File: src/rtl/enclave_wb_pkg.sv
// Shared types and constants for the FHE enclave Wishbone host.
// Defines the host FSM state, byte-select width helper, and the enclave
// opcode register address and field layout used by the loader/sequencer.
package enclave_wb_pkg;

  typedef enum logic [1:0] {
    IDLE = 2'd0,
    BUS  = 2'd1,
    RSP  = 2'd2,
    GAP  = 2'd3
  } state_e;

  // Enclave opcode register; writing it with the launch bit set starts an op.
  localparam logic [31:0] OPCODE_ADDR = 32'h3000_0000;

  // Opcode word layout: op[1:0], three 9-bit operand/result addresses, launch.
  localparam int OP_LSB       = 0;
  localparam int OP_W         = 2;
  localparam int ADDR_FIELD_W = 9;
  localparam int SRC_A_LSB    = 2;
  localparam int SRC_B_LSB    = 11;
  localparam int DST_LSB      = 20;
  localparam int LAUNCH_BIT   = 31;

  // One byte-lane select bit per byte of the data bus.
  function automatic int sel_width(input int data_w);
    return data_w / 8;
  endfunction

endpackage

File: src/rtl/enclave_wb_host.sv
// Wishbone classic single-beat initiator for the FHE enclave slave.
// Turns a valid/ready request stream into one bus cycle at a time and returns
// read data (or a timeout error) on a valid/ready response stream.
// Optional bus-wait timeout: define ENCLAVE_WB_HOST_TIMEOUT_EN.
module enclave_wb_host
  import enclave_wb_pkg::*;
#(
  parameter int  ADDR_W         = 32,
  parameter int  DATA_W         = 32,
  parameter int  TIMEOUT_CYCLES = 64,
  parameter int  IDLE_GAP       = 1,
  localparam int SEL_W          = sel_width(DATA_W)
) (
  input  logic              wb_clk_i,
  input  logic              wb_rst_i,
  input  logic              req_valid,
  output logic              req_ready,
  input  logic              req_we,
  input  logic [ADDR_W-1:0] req_adr,
  input  logic [DATA_W-1:0] req_dat,
  input  logic [SEL_W-1:0]  req_sel,
  output logic              rsp_valid,
  input  logic              rsp_ready,
  output logic [DATA_W-1:0] rsp_dat,
  output logic              rsp_err,
  output logic              wbm_cyc_o,
  output logic              wbm_stb_o,
  output logic              wbm_we_o,
  output logic [SEL_W-1:0]  wbm_sel_o,
  output logic [ADDR_W-1:0] wbm_adr_o,
  output logic [DATA_W-1:0] wbm_dat_o,
  input  logic              wbm_ack_i,
  input  logic [DATA_W-1:0] wbm_dat_i
);

  localparam int GAP_W = (IDLE_GAP > 1) ? $clog2(IDLE_GAP) : 1;

  if (TIMEOUT_CYCLES < 2 || IDLE_GAP < 1) begin : g_param_check
    $error("enclave_wb_host: TIMEOUT_CYCLES must be >= 2 and IDLE_GAP >= 1");
  end

  state_e              state_q, state_d;
  logic                cyc_q, cyc_d, stb_q, stb_d, we_q, we_d;
  logic [SEL_W-1:0]    sel_q, sel_d;
  logic [ADDR_W-1:0]   adr_q, adr_d;
  logic [DATA_W-1:0]   dat_q, dat_d;
  logic                rsp_valid_q, rsp_valid_d;
  logic [DATA_W-1:0]   rsp_dat_q, rsp_dat_d;
  logic                req_ready_q, req_ready_d;
  logic [GAP_W-1:0]    gap_cnt_q, gap_cnt_d;

`ifdef ENCLAVE_WB_HOST_TIMEOUT_EN
  localparam int TO_W = $clog2(TIMEOUT_CYCLES);

  logic [TO_W-1:0] to_cnt_q;
  logic            rsp_err_q, rsp_err_d;
  logic            timeout_hit;

  assign timeout_hit = (to_cnt_q == TO_W'(TIMEOUT_CYCLES - 1));
  assign rsp_err     = rsp_err_q;

  // Bus-wait counter: held at zero outside a cycle, advances per unacked BUS cycle.
  always_ff @(posedge wb_clk_i or posedge wb_rst_i) begin
    if (wb_rst_i) begin
      to_cnt_q  <= '0;
      rsp_err_q <= 1'b0;
    end else begin
      rsp_err_q <= rsp_err_d;
      if (state_q == IDLE)
        to_cnt_q <= '0;
      else if (state_q == BUS && !wbm_ack_i)
        to_cnt_q <= to_cnt_q + 1'b1;
    end
  end
`else
  assign rsp_err = 1'b0;
`endif

  // Next-state and next-output logic for the IDLE->BUS->RSP->GAP cycle.
  always_comb begin
    // NOTE: every signal driven here gets a default first so no path infers a latch.
    state_d     = state_q;
    cyc_d       = cyc_q;
    stb_d       = stb_q;
    we_d        = we_q;
    sel_d       = sel_q;
    adr_d       = adr_q;
    dat_d       = dat_q;
    rsp_valid_d = rsp_valid_q;
    rsp_dat_d   = rsp_dat_q;
    gap_cnt_d   = gap_cnt_q;
`ifdef ENCLAVE_WB_HOST_TIMEOUT_EN
    rsp_err_d   = rsp_err_q;
`endif
    unique case (state_q)
      IDLE: begin
        if (req_valid && req_ready_q) begin
          state_d = BUS;
          cyc_d   = 1'b1;
          stb_d   = 1'b1;
          we_d    = req_we;
          sel_d   = req_sel;
          adr_d   = req_adr;
          dat_d   = req_dat;
        end
      end
      BUS: begin
        // Ack takes priority over a timeout expiring on the same edge.
        if (wbm_ack_i) begin
          state_d     = RSP;
          cyc_d       = 1'b0;
          stb_d       = 1'b0;
          rsp_valid_d = 1'b1;
          rsp_dat_d   = we_q ? '0 : wbm_dat_i;
`ifdef ENCLAVE_WB_HOST_TIMEOUT_EN
          rsp_err_d   = 1'b0;
        end else if (timeout_hit) begin
          state_d     = RSP;
          cyc_d       = 1'b0;
          stb_d       = 1'b0;
          rsp_valid_d = 1'b1;
          rsp_dat_d   = '0;
          rsp_err_d   = 1'b1;
`endif
        end
      end
      RSP: begin
        if (rsp_ready) begin
          state_d     = GAP;
          rsp_valid_d = 1'b0;
          rsp_dat_d   = '0;
          gap_cnt_d   = '0;
`ifdef ENCLAVE_WB_HOST_TIMEOUT_EN
          rsp_err_d   = 1'b0;
`endif
        end
      end
      GAP: begin
        if (gap_cnt_q == GAP_W'(IDLE_GAP - 1))
          state_d = IDLE;
        else
          gap_cnt_d = gap_cnt_q + 1'b1;
      end
      default: state_d = IDLE;
    endcase
    req_ready_d = (state_d == IDLE);
  end

  // State and registered outputs; reset clears the bus cycle asynchronously.
  always_ff @(posedge wb_clk_i or posedge wb_rst_i) begin
    // NOTE: non-blocking assignments keep every flop sampling pre-edge values.
    if (wb_rst_i) begin
      state_q     <= IDLE;
      cyc_q       <= 1'b0;
      stb_q       <= 1'b0;
      we_q        <= 1'b0;
      sel_q       <= '0;
      adr_q       <= '0;
      dat_q       <= '0;
      rsp_valid_q <= 1'b0;
      rsp_dat_q   <= '0;
      req_ready_q <= 1'b0;
      gap_cnt_q   <= '0;
    end else begin
      state_q     <= state_d;
      cyc_q       <= cyc_d;
      stb_q       <= stb_d;
      we_q        <= we_d;
      sel_q       <= sel_d;
      adr_q       <= adr_d;
      dat_q       <= dat_d;
      rsp_valid_q <= rsp_valid_d;
      rsp_dat_q   <= rsp_dat_d;
      req_ready_q <= req_ready_d;
      gap_cnt_q   <= gap_cnt_d;
    end
  end

  assign req_ready = req_ready_q;
  assign rsp_valid = rsp_valid_q;
  assign rsp_dat   = rsp_dat_q;
  assign wbm_cyc_o = cyc_q;
  assign wbm_stb_o = stb_q;
  assign wbm_we_o  = we_q;
  assign wbm_sel_o = sel_q;
  assign wbm_adr_o = adr_q;
  assign wbm_dat_o = dat_q;

endmodule

File: config.mk
export PLATFORM = sky130hd
export DESIGN_NAME = enclave_wb_host
export DESIGN_NICKNAME = d
export VERILOG_FILES = /design/src/rtl/enclave_wb_pkg.sv /design/src/rtl/enclave_wb_host.sv
export SDC_FILE = /design/constraint.sdc
export NUM_CORES = 1
export LEC_CHECK = 0
export ABC_AREA = 1
export CORE_MARGIN = 1
export CORE_UTILIZATION = 43
export CTS_BUF_LIST = sky130_fd_sc_hd__clkbuf_16
export DETAILED_ROUTE_END_ITERATION = 8
export PLACE_DENSITY = 0.88
export SLEW_MARGIN = 20
export SYNTH_ARGS = -nofsm -noshare
export SYNTH_HDL_FRONTEND = slang
export SYNTH_SLANG_ARGS = --single-unit
File: constraint.sdc
create_clock -name wb_clk_i -period 4.7 [get_ports wb_clk_i]
set_input_delay 0.47 -clock wb_clk_i [delete_from_list [all_inputs] [get_ports wb_clk_i]]
set_output_delay 0.47 -clock wb_clk_i [all_outputs]
set_load 0.005 [all_outputs]
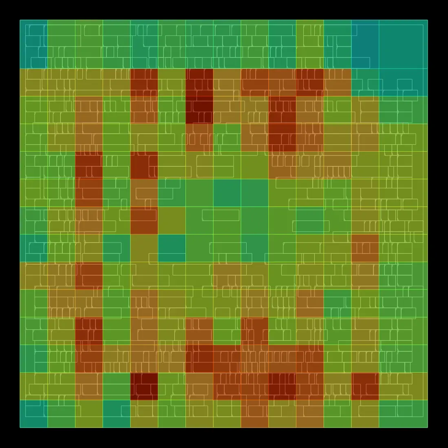
(run_1/final_congestion.png)
met1 usage: 27.4%
GR Util met3: 3.97%
Util after Layout: 68.9%
GRT Overall Usage: 22.1%
Top Usage Layer GRT: met2

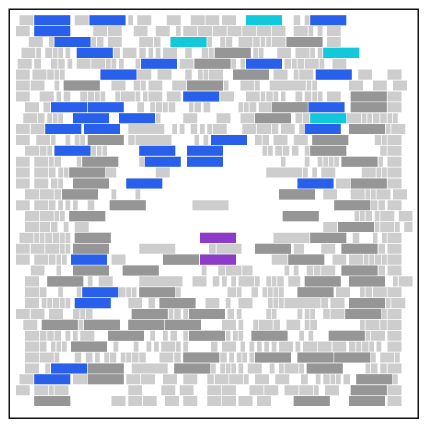
(run_1/registers.png)
(4 px per um)
- blue: `wbm_dat_o` (placed flops 32; where spread over the die)
- cyan: `wbm_sel_o` (placed flops 4)
- purple: `state_q` (placed flops 2)
- not colored: 68

==> run summary, run 1 <==
fresh numbers from the pnr run: Int Pwr=2.69 mW, Die H=102 um, gp weighted congestion=0.751, Post-synth top cells=nand2_1, dfrtp_1, nand3_1, multi-input logic area=1440 um2, Slowest cell on crit path=nand2_4, reg2reg start=req_ready$_DFF_PP0_, WP depth=7, Non-Clock Buffer Area Fraction=31.7%, clock sink count=106, Yosys warning total=0, Synth Flop Type=dfrtp_1, max frequency=0.440 GHz, logic share of the area=21.5%, most numerous logic cell after layout=nand2_1, cell area power density=606 nW/um2, Top area cell types=dfrtp_1, nand2_1, nand3_1, Diodes inserted=0, r2r worst-path depth=6, clock power share=18.0%, Reg2Reg Capture Point=req_ready$_DFF_PP0_, Max-area cell share=61.9%, initial antenna violation count=0, EDFF count, synth=0, Area Growth Syn to Fin=56.5%, status=finished clean, CP startpoint=req_valid, XORs/XNORs by Area=0%, routed length on met3=793 um, Post-CTS Hold Buffers=0, most common cell in the synthesized netlist=nand2_1, first-pass GRT wire length=17700 um, routed wl met2=5900 um, GR Util met2=38.1%, Leak Pwr=3.27 nW, P_seq=1.56 mW, most frequent cells in the layout=nand2_1, clkdlybuf4s50_1, dfrtp_1, die width=102 um, setup ws final=2.43 ns, clkbuf count=9, top layer in use=met4, Buf+Inv Stages, Crit Path=3, post-CTS setup buffers=0, critical path class=in -> reg, Init Core Util=44.1%, Latency at later pin=0.34 ns, clk pwr=0.732 mW, post-synthesis chip area from yosys=4290 um2, switching portion of total power=33.8%, share of layout cells above drive strength 1=3.98%, Max Cap Violations=0, family with the most delay on the worst path=buffers and inverters, residual DRC count=0, simple share=33.4%, Seq/total area=39.6%, Slew Limit Fails=0, comb_multi_in=338, Mapped Nets=588, post_cts resized=0, clock-pin slew on the worst setup and hold paths=0.06 ns
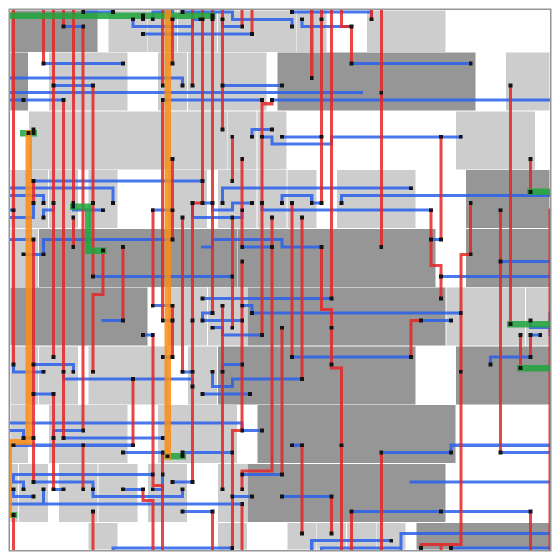
(run_1/zoom.png)
Region (64, 64) to (89, 89) um. Cells in gray, sequential cells in the stronger gray; small squares are vias.
- orange: met4
- red: met2
- blue: met1
- green: met3
- most frequent: nand2_1 (13), clkdlybuf4s50_1 (11), nand3_1 (10)
- netlist names of flops here include: `wbm_dat_o` (3), `wbm_adr_o` (2)
- cells with their middle in the window: 44
- sequential cells in the window: 8

==> run 2, diff against run 1 <==
- CORE_UTILIZATION: 43 -> 40
- PLACE_DENSITY: 0.88 -> 0.83
- clock period: 4.7 -> 2.2 ns (I/O delays scaled with it)
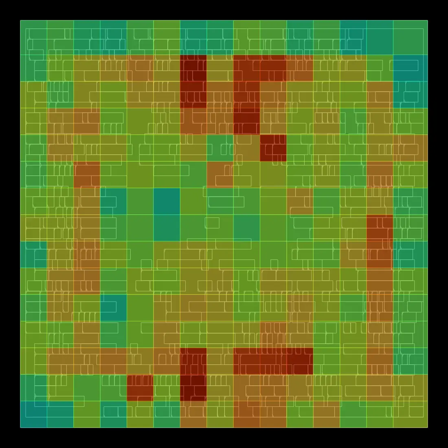
(run_2/final_congestion.png)
GR Util met2: 34.5%
GRT Overall Usage: 20.9%
met1 usage: 26.8%
Util after Layout: 65.1%

==> run 2 against run 1 <==
Against the previous run:
- synthesized area unchanged
- die area increased by 7.3%
- global-route usage decreased by 1.2 points
- sequential share of layout area decreased by 0.25 points
- sequential cell count unchanged
- final area increased by 0.63%
- critical path depth decreased by 3
- clock skew increased by 0.0018 ns
- critical endpoint is now wbm_dat_o[2]$_DFFE_PP0P_
- highest routed layer unchanged
==> run summary, run 2 <==
fresh numbers from the pnr run: initial antenna violation count=0 (unchanged), cell area power density=1280 nW/um2 (+110%), Init Core Util=41.3% (-2.7 points), CTS H-tree lvls=3, Comb pwr share=43.7%, Yosys warning total=0 (unchanged), post_cts resized=0 (unchanged), Metal-1 WL=4940 um, post-route setup TNS=0 ns, Max-area cell share=61.9% (unchanged), most numerous logic cell after layout=nand2_1, CP Capture Point=wbm_dat_o[2]$_DFFE_PP0P_, most frequent cells in the layout=nand2_1, clkdlybuf4s50_1, dfrtp_1, Int Pwr=5.76 mW (+110%), GR Util met3=5.75% (+1.8 points), Leak Pwr=3.28 nW (+0.33%), CTS tree=done, comb_multi_in=338 (unchanged), first-pass GRT wire length=18500 um (+4.4%), clock-pin slew on the worst setup and hold paths=0.07 ns (about the same), Max Cap Violations=0 (unchanged), Required @ worst endpoint=2.47 ns, post-CTS setup buffers=0 (unchanged), die width=106 um (+3.6%), Core Region=10400 um2, crit end category=flop, reg2reg start=state_q[0]$_DFF_PP0_, status=finished clean, logic share of the area=21.3% (-0.21 points), XORs/XNORs by Area=0% (unchanged), routed length on met3=779 um (-1.8%), post-layout period usage of the worst path=72.6%, Top area cell types=dfrtp_1, nand2_1, nand3_1, post-synthesis chip area from yosys=4290 um2 (unchanged), Area Growth Syn to Fin=57.4%, simple share=33.4% (unchanged), placed inst area=6460 um2, # fillers=858, total power=8.66 mW, Ports=212, Reg2Reg Capture Point=wbm_dat_o[2]$_DFFE_PP0P_, Post-synth ARST share=100%, Mapped Nets=588 (unchanged), P_sw=2.89 mW, most common cell in the synthesized netlist=nand2_1, Root Driver=clkbuf_16, r2r worst-path depth=4 (-2), clk pwr=1.53 mW (+110%), final instance area=6750 um2, CP startpoint=state_q[0]$_DFF_PP0_, residual DRC count=0 (unchanged), family with the most delay on the worst path=buffers and inverters, Cells after Synth=482, Slew Limit Fails=0 (unchanged), critical path class=reg -> reg, clock sink count=106 (unchanged), largest net degree at the start of global routing=107, Tmin final=1.60 ns, gp weighted congestion=0.779 (+3.7%), nets@finish=783, WP depth=4 (-3), placed cell count=802, top layer in use=met4, Diodes inserted=0 (unchanged), Largest cell class=sequential cells, Latency at later pin=0.33 ns (about the same), EDFF count, synth=0 (unchanged), clock power share=17.7% (-0.3 points), skew final=0.0108 ns, Post-synth top cells=nand2_1, dfrtp_1, nand3_1, Slowest cell on crit path=buf_4, Die H=106 um (+3.6%), Synth Flop Type=dfrtp_1, Top Usage Layer GRT=met2, Non-Clock Buffer Area Fraction=32.2% (+0.50 points), Flop pwr share=38.6%, clkbuf count=9 (unchanged), routed wl met2=5660 um (-4.0%), multi-input logic area=1440 um2 (-0.35%), Post-CTS Hold Buffers=0 (unchanged), switching portion of total power=33.4% (-0.40 points), Buf+Inv Stages, Crit Path=1 (-2), share of layout cells above drive strength 1=4.11% (+0.13 points), syn avg cell area=8.89 um2, crit path max fanout=69, setup ws final=0.604 ns (-1.82 ns), via count=3975, max frequency=0.626 GHz, CTS Buffer Depth=2
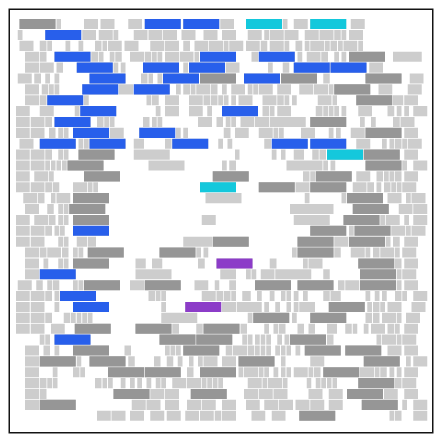
(run_2/registers.png)
(4 px per um)
- purple: `state_q` (placed flops 2)
- blue: `wbm_dat_o` (placed flops 32)
- cyan: `wbm_sel_o` (placed flops 4)
P_seq: 3.34 mW
Seq/total area: 39.3%
Flop area: 2650 um2

==> run 3, diff against run 2 <==
- clock period: 2.2 -> 1.5 ns (I/O delays scaled with it)
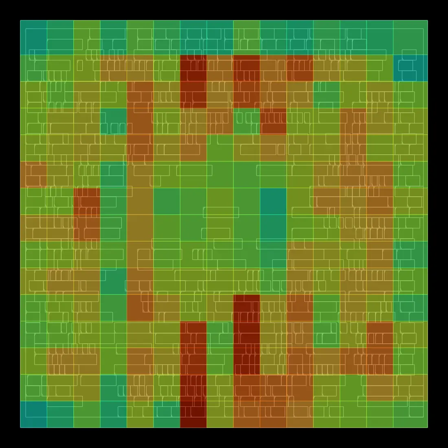
(run_3/final_congestion.png)
DR WL/cell: 14.4 um
GR Util met3: 4.33%
GR Util met2: 37.0%
Util after Layout: 66.2%
GRT Overall Usage: 21.6%

==> run 3 against run 2 <==
Against the previous run:
- largest power group unchanged
- via count increased by 3.2%
- critical endpoint is now wbm_we_o
- clock-buffer cell count is the same
- global-route usage grew 0.69 points
- die area unchanged
- wire length grew 2.5%
- synthesized area is the same
- final area is 1.8% higher
==> run summary, run 3 <==
fresh numbers from the pnr run: Slew Limit Fails=0 (unchanged), routed length on met3=794 um (+1.9%), post-route setup TNS=0 ns (unchanged), Diodes inserted=0 (unchanged), critical path class=reg -> out, clock-pin slew on the worst setup and hold paths=0.07 ns (about the same), Top area cell types=dfrtp_1, nand2_1, nand3_1, Yosys warning total=0 (unchanged), placed cell count=810 (+1.0%), Core Region=10400 um2 (unchanged), simple share=33.4% (unchanged), EDFF count, synth=0 (unchanged), met1 usage=27.4% (+0.54 points), status=finished clean, first-pass GRT wire length=19100 um (+3.1%), Ports=212 (unchanged), setup ws final=0.0441 ns (-0.559 ns), Post-synth top cells=nand2_1, dfrtp_1, nand3_1, Latency at later pin=0.33 ns (about the same), Non-Clock Buffer Area Fraction=33.6% (+1.4 points), die width=106 um (unchanged), CP Capture Point=wbm_we_o, Slowest cell on crit path=clkdlybuf4s50_1, share of layout cells above drive strength 1=5.51% (+1.4 points), clock power share=16.6% (-1.1 points), XORs/XNORs by Area=0% (unchanged), Reg2Reg Capture Point=wbm_adr_o[9]$_DFFE_PP0P_, Cells after Synth=482 (unchanged), Mapped Nets=588 (unchanged), most numerous logic cell after layout=nand2_1, Flop pwr share=38.6% (about the same), most common cell in the synthesized netlist=nand2_1, CTS Buffer Depth=2 (unchanged), max frequency=0.687 GHz, WP depth=1 (-3), crit path max fanout=4 (-94%), post-synthesis chip area from yosys=4290 um2 (unchanged), most frequent cells in the layout=nand2_1, clkdlybuf4s50_1, dfrtp_1, Buf+Inv Stages, Crit Path=1 (unchanged), Flop area=2650 um2 (about the same), reg2reg start=state_q[0]$_DFF_PP0_, Leak Pwr=3.34 nW (+1.8%), post_cts resized=1 (+1), Top Usage Layer GRT=met2, CP startpoint=wbm_we_o$_DFFE_PP0P_, Metal-1 WL=4850 um (-1.8%), Tmin final=1.46 ns, Init Core Util=41.3% (unchanged), Seq/total area=38.6% (-0.66 points), P_seq=4.94 mW (+48%)
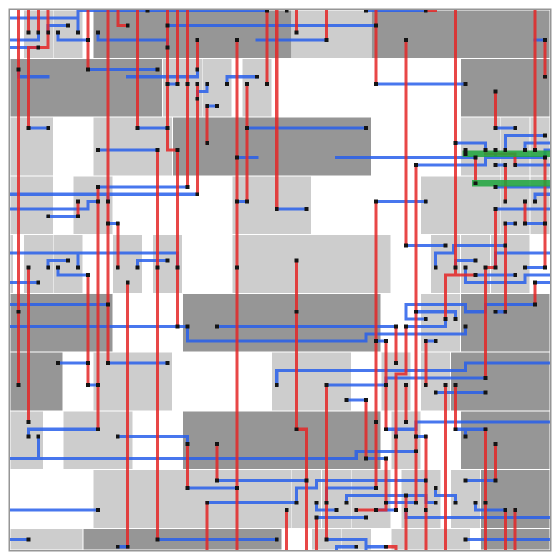
(run_3/zoom.png)
Region (67, 67) to (92, 92) um. Cells in gray, sequential cells in the stronger gray; small squares are vias.
- red: met2
- green: met3
- blue: met1
- netlist names of flops here include: `wbm_dat_o` (4)
- cells with their middle in the window: 45
- sequential cells in the window: 7
- most frequent: nand2_1 (19), nand3_1 (8), clkdlybuf4s50_1 (8)

Power and IR drop assume default switching activity.
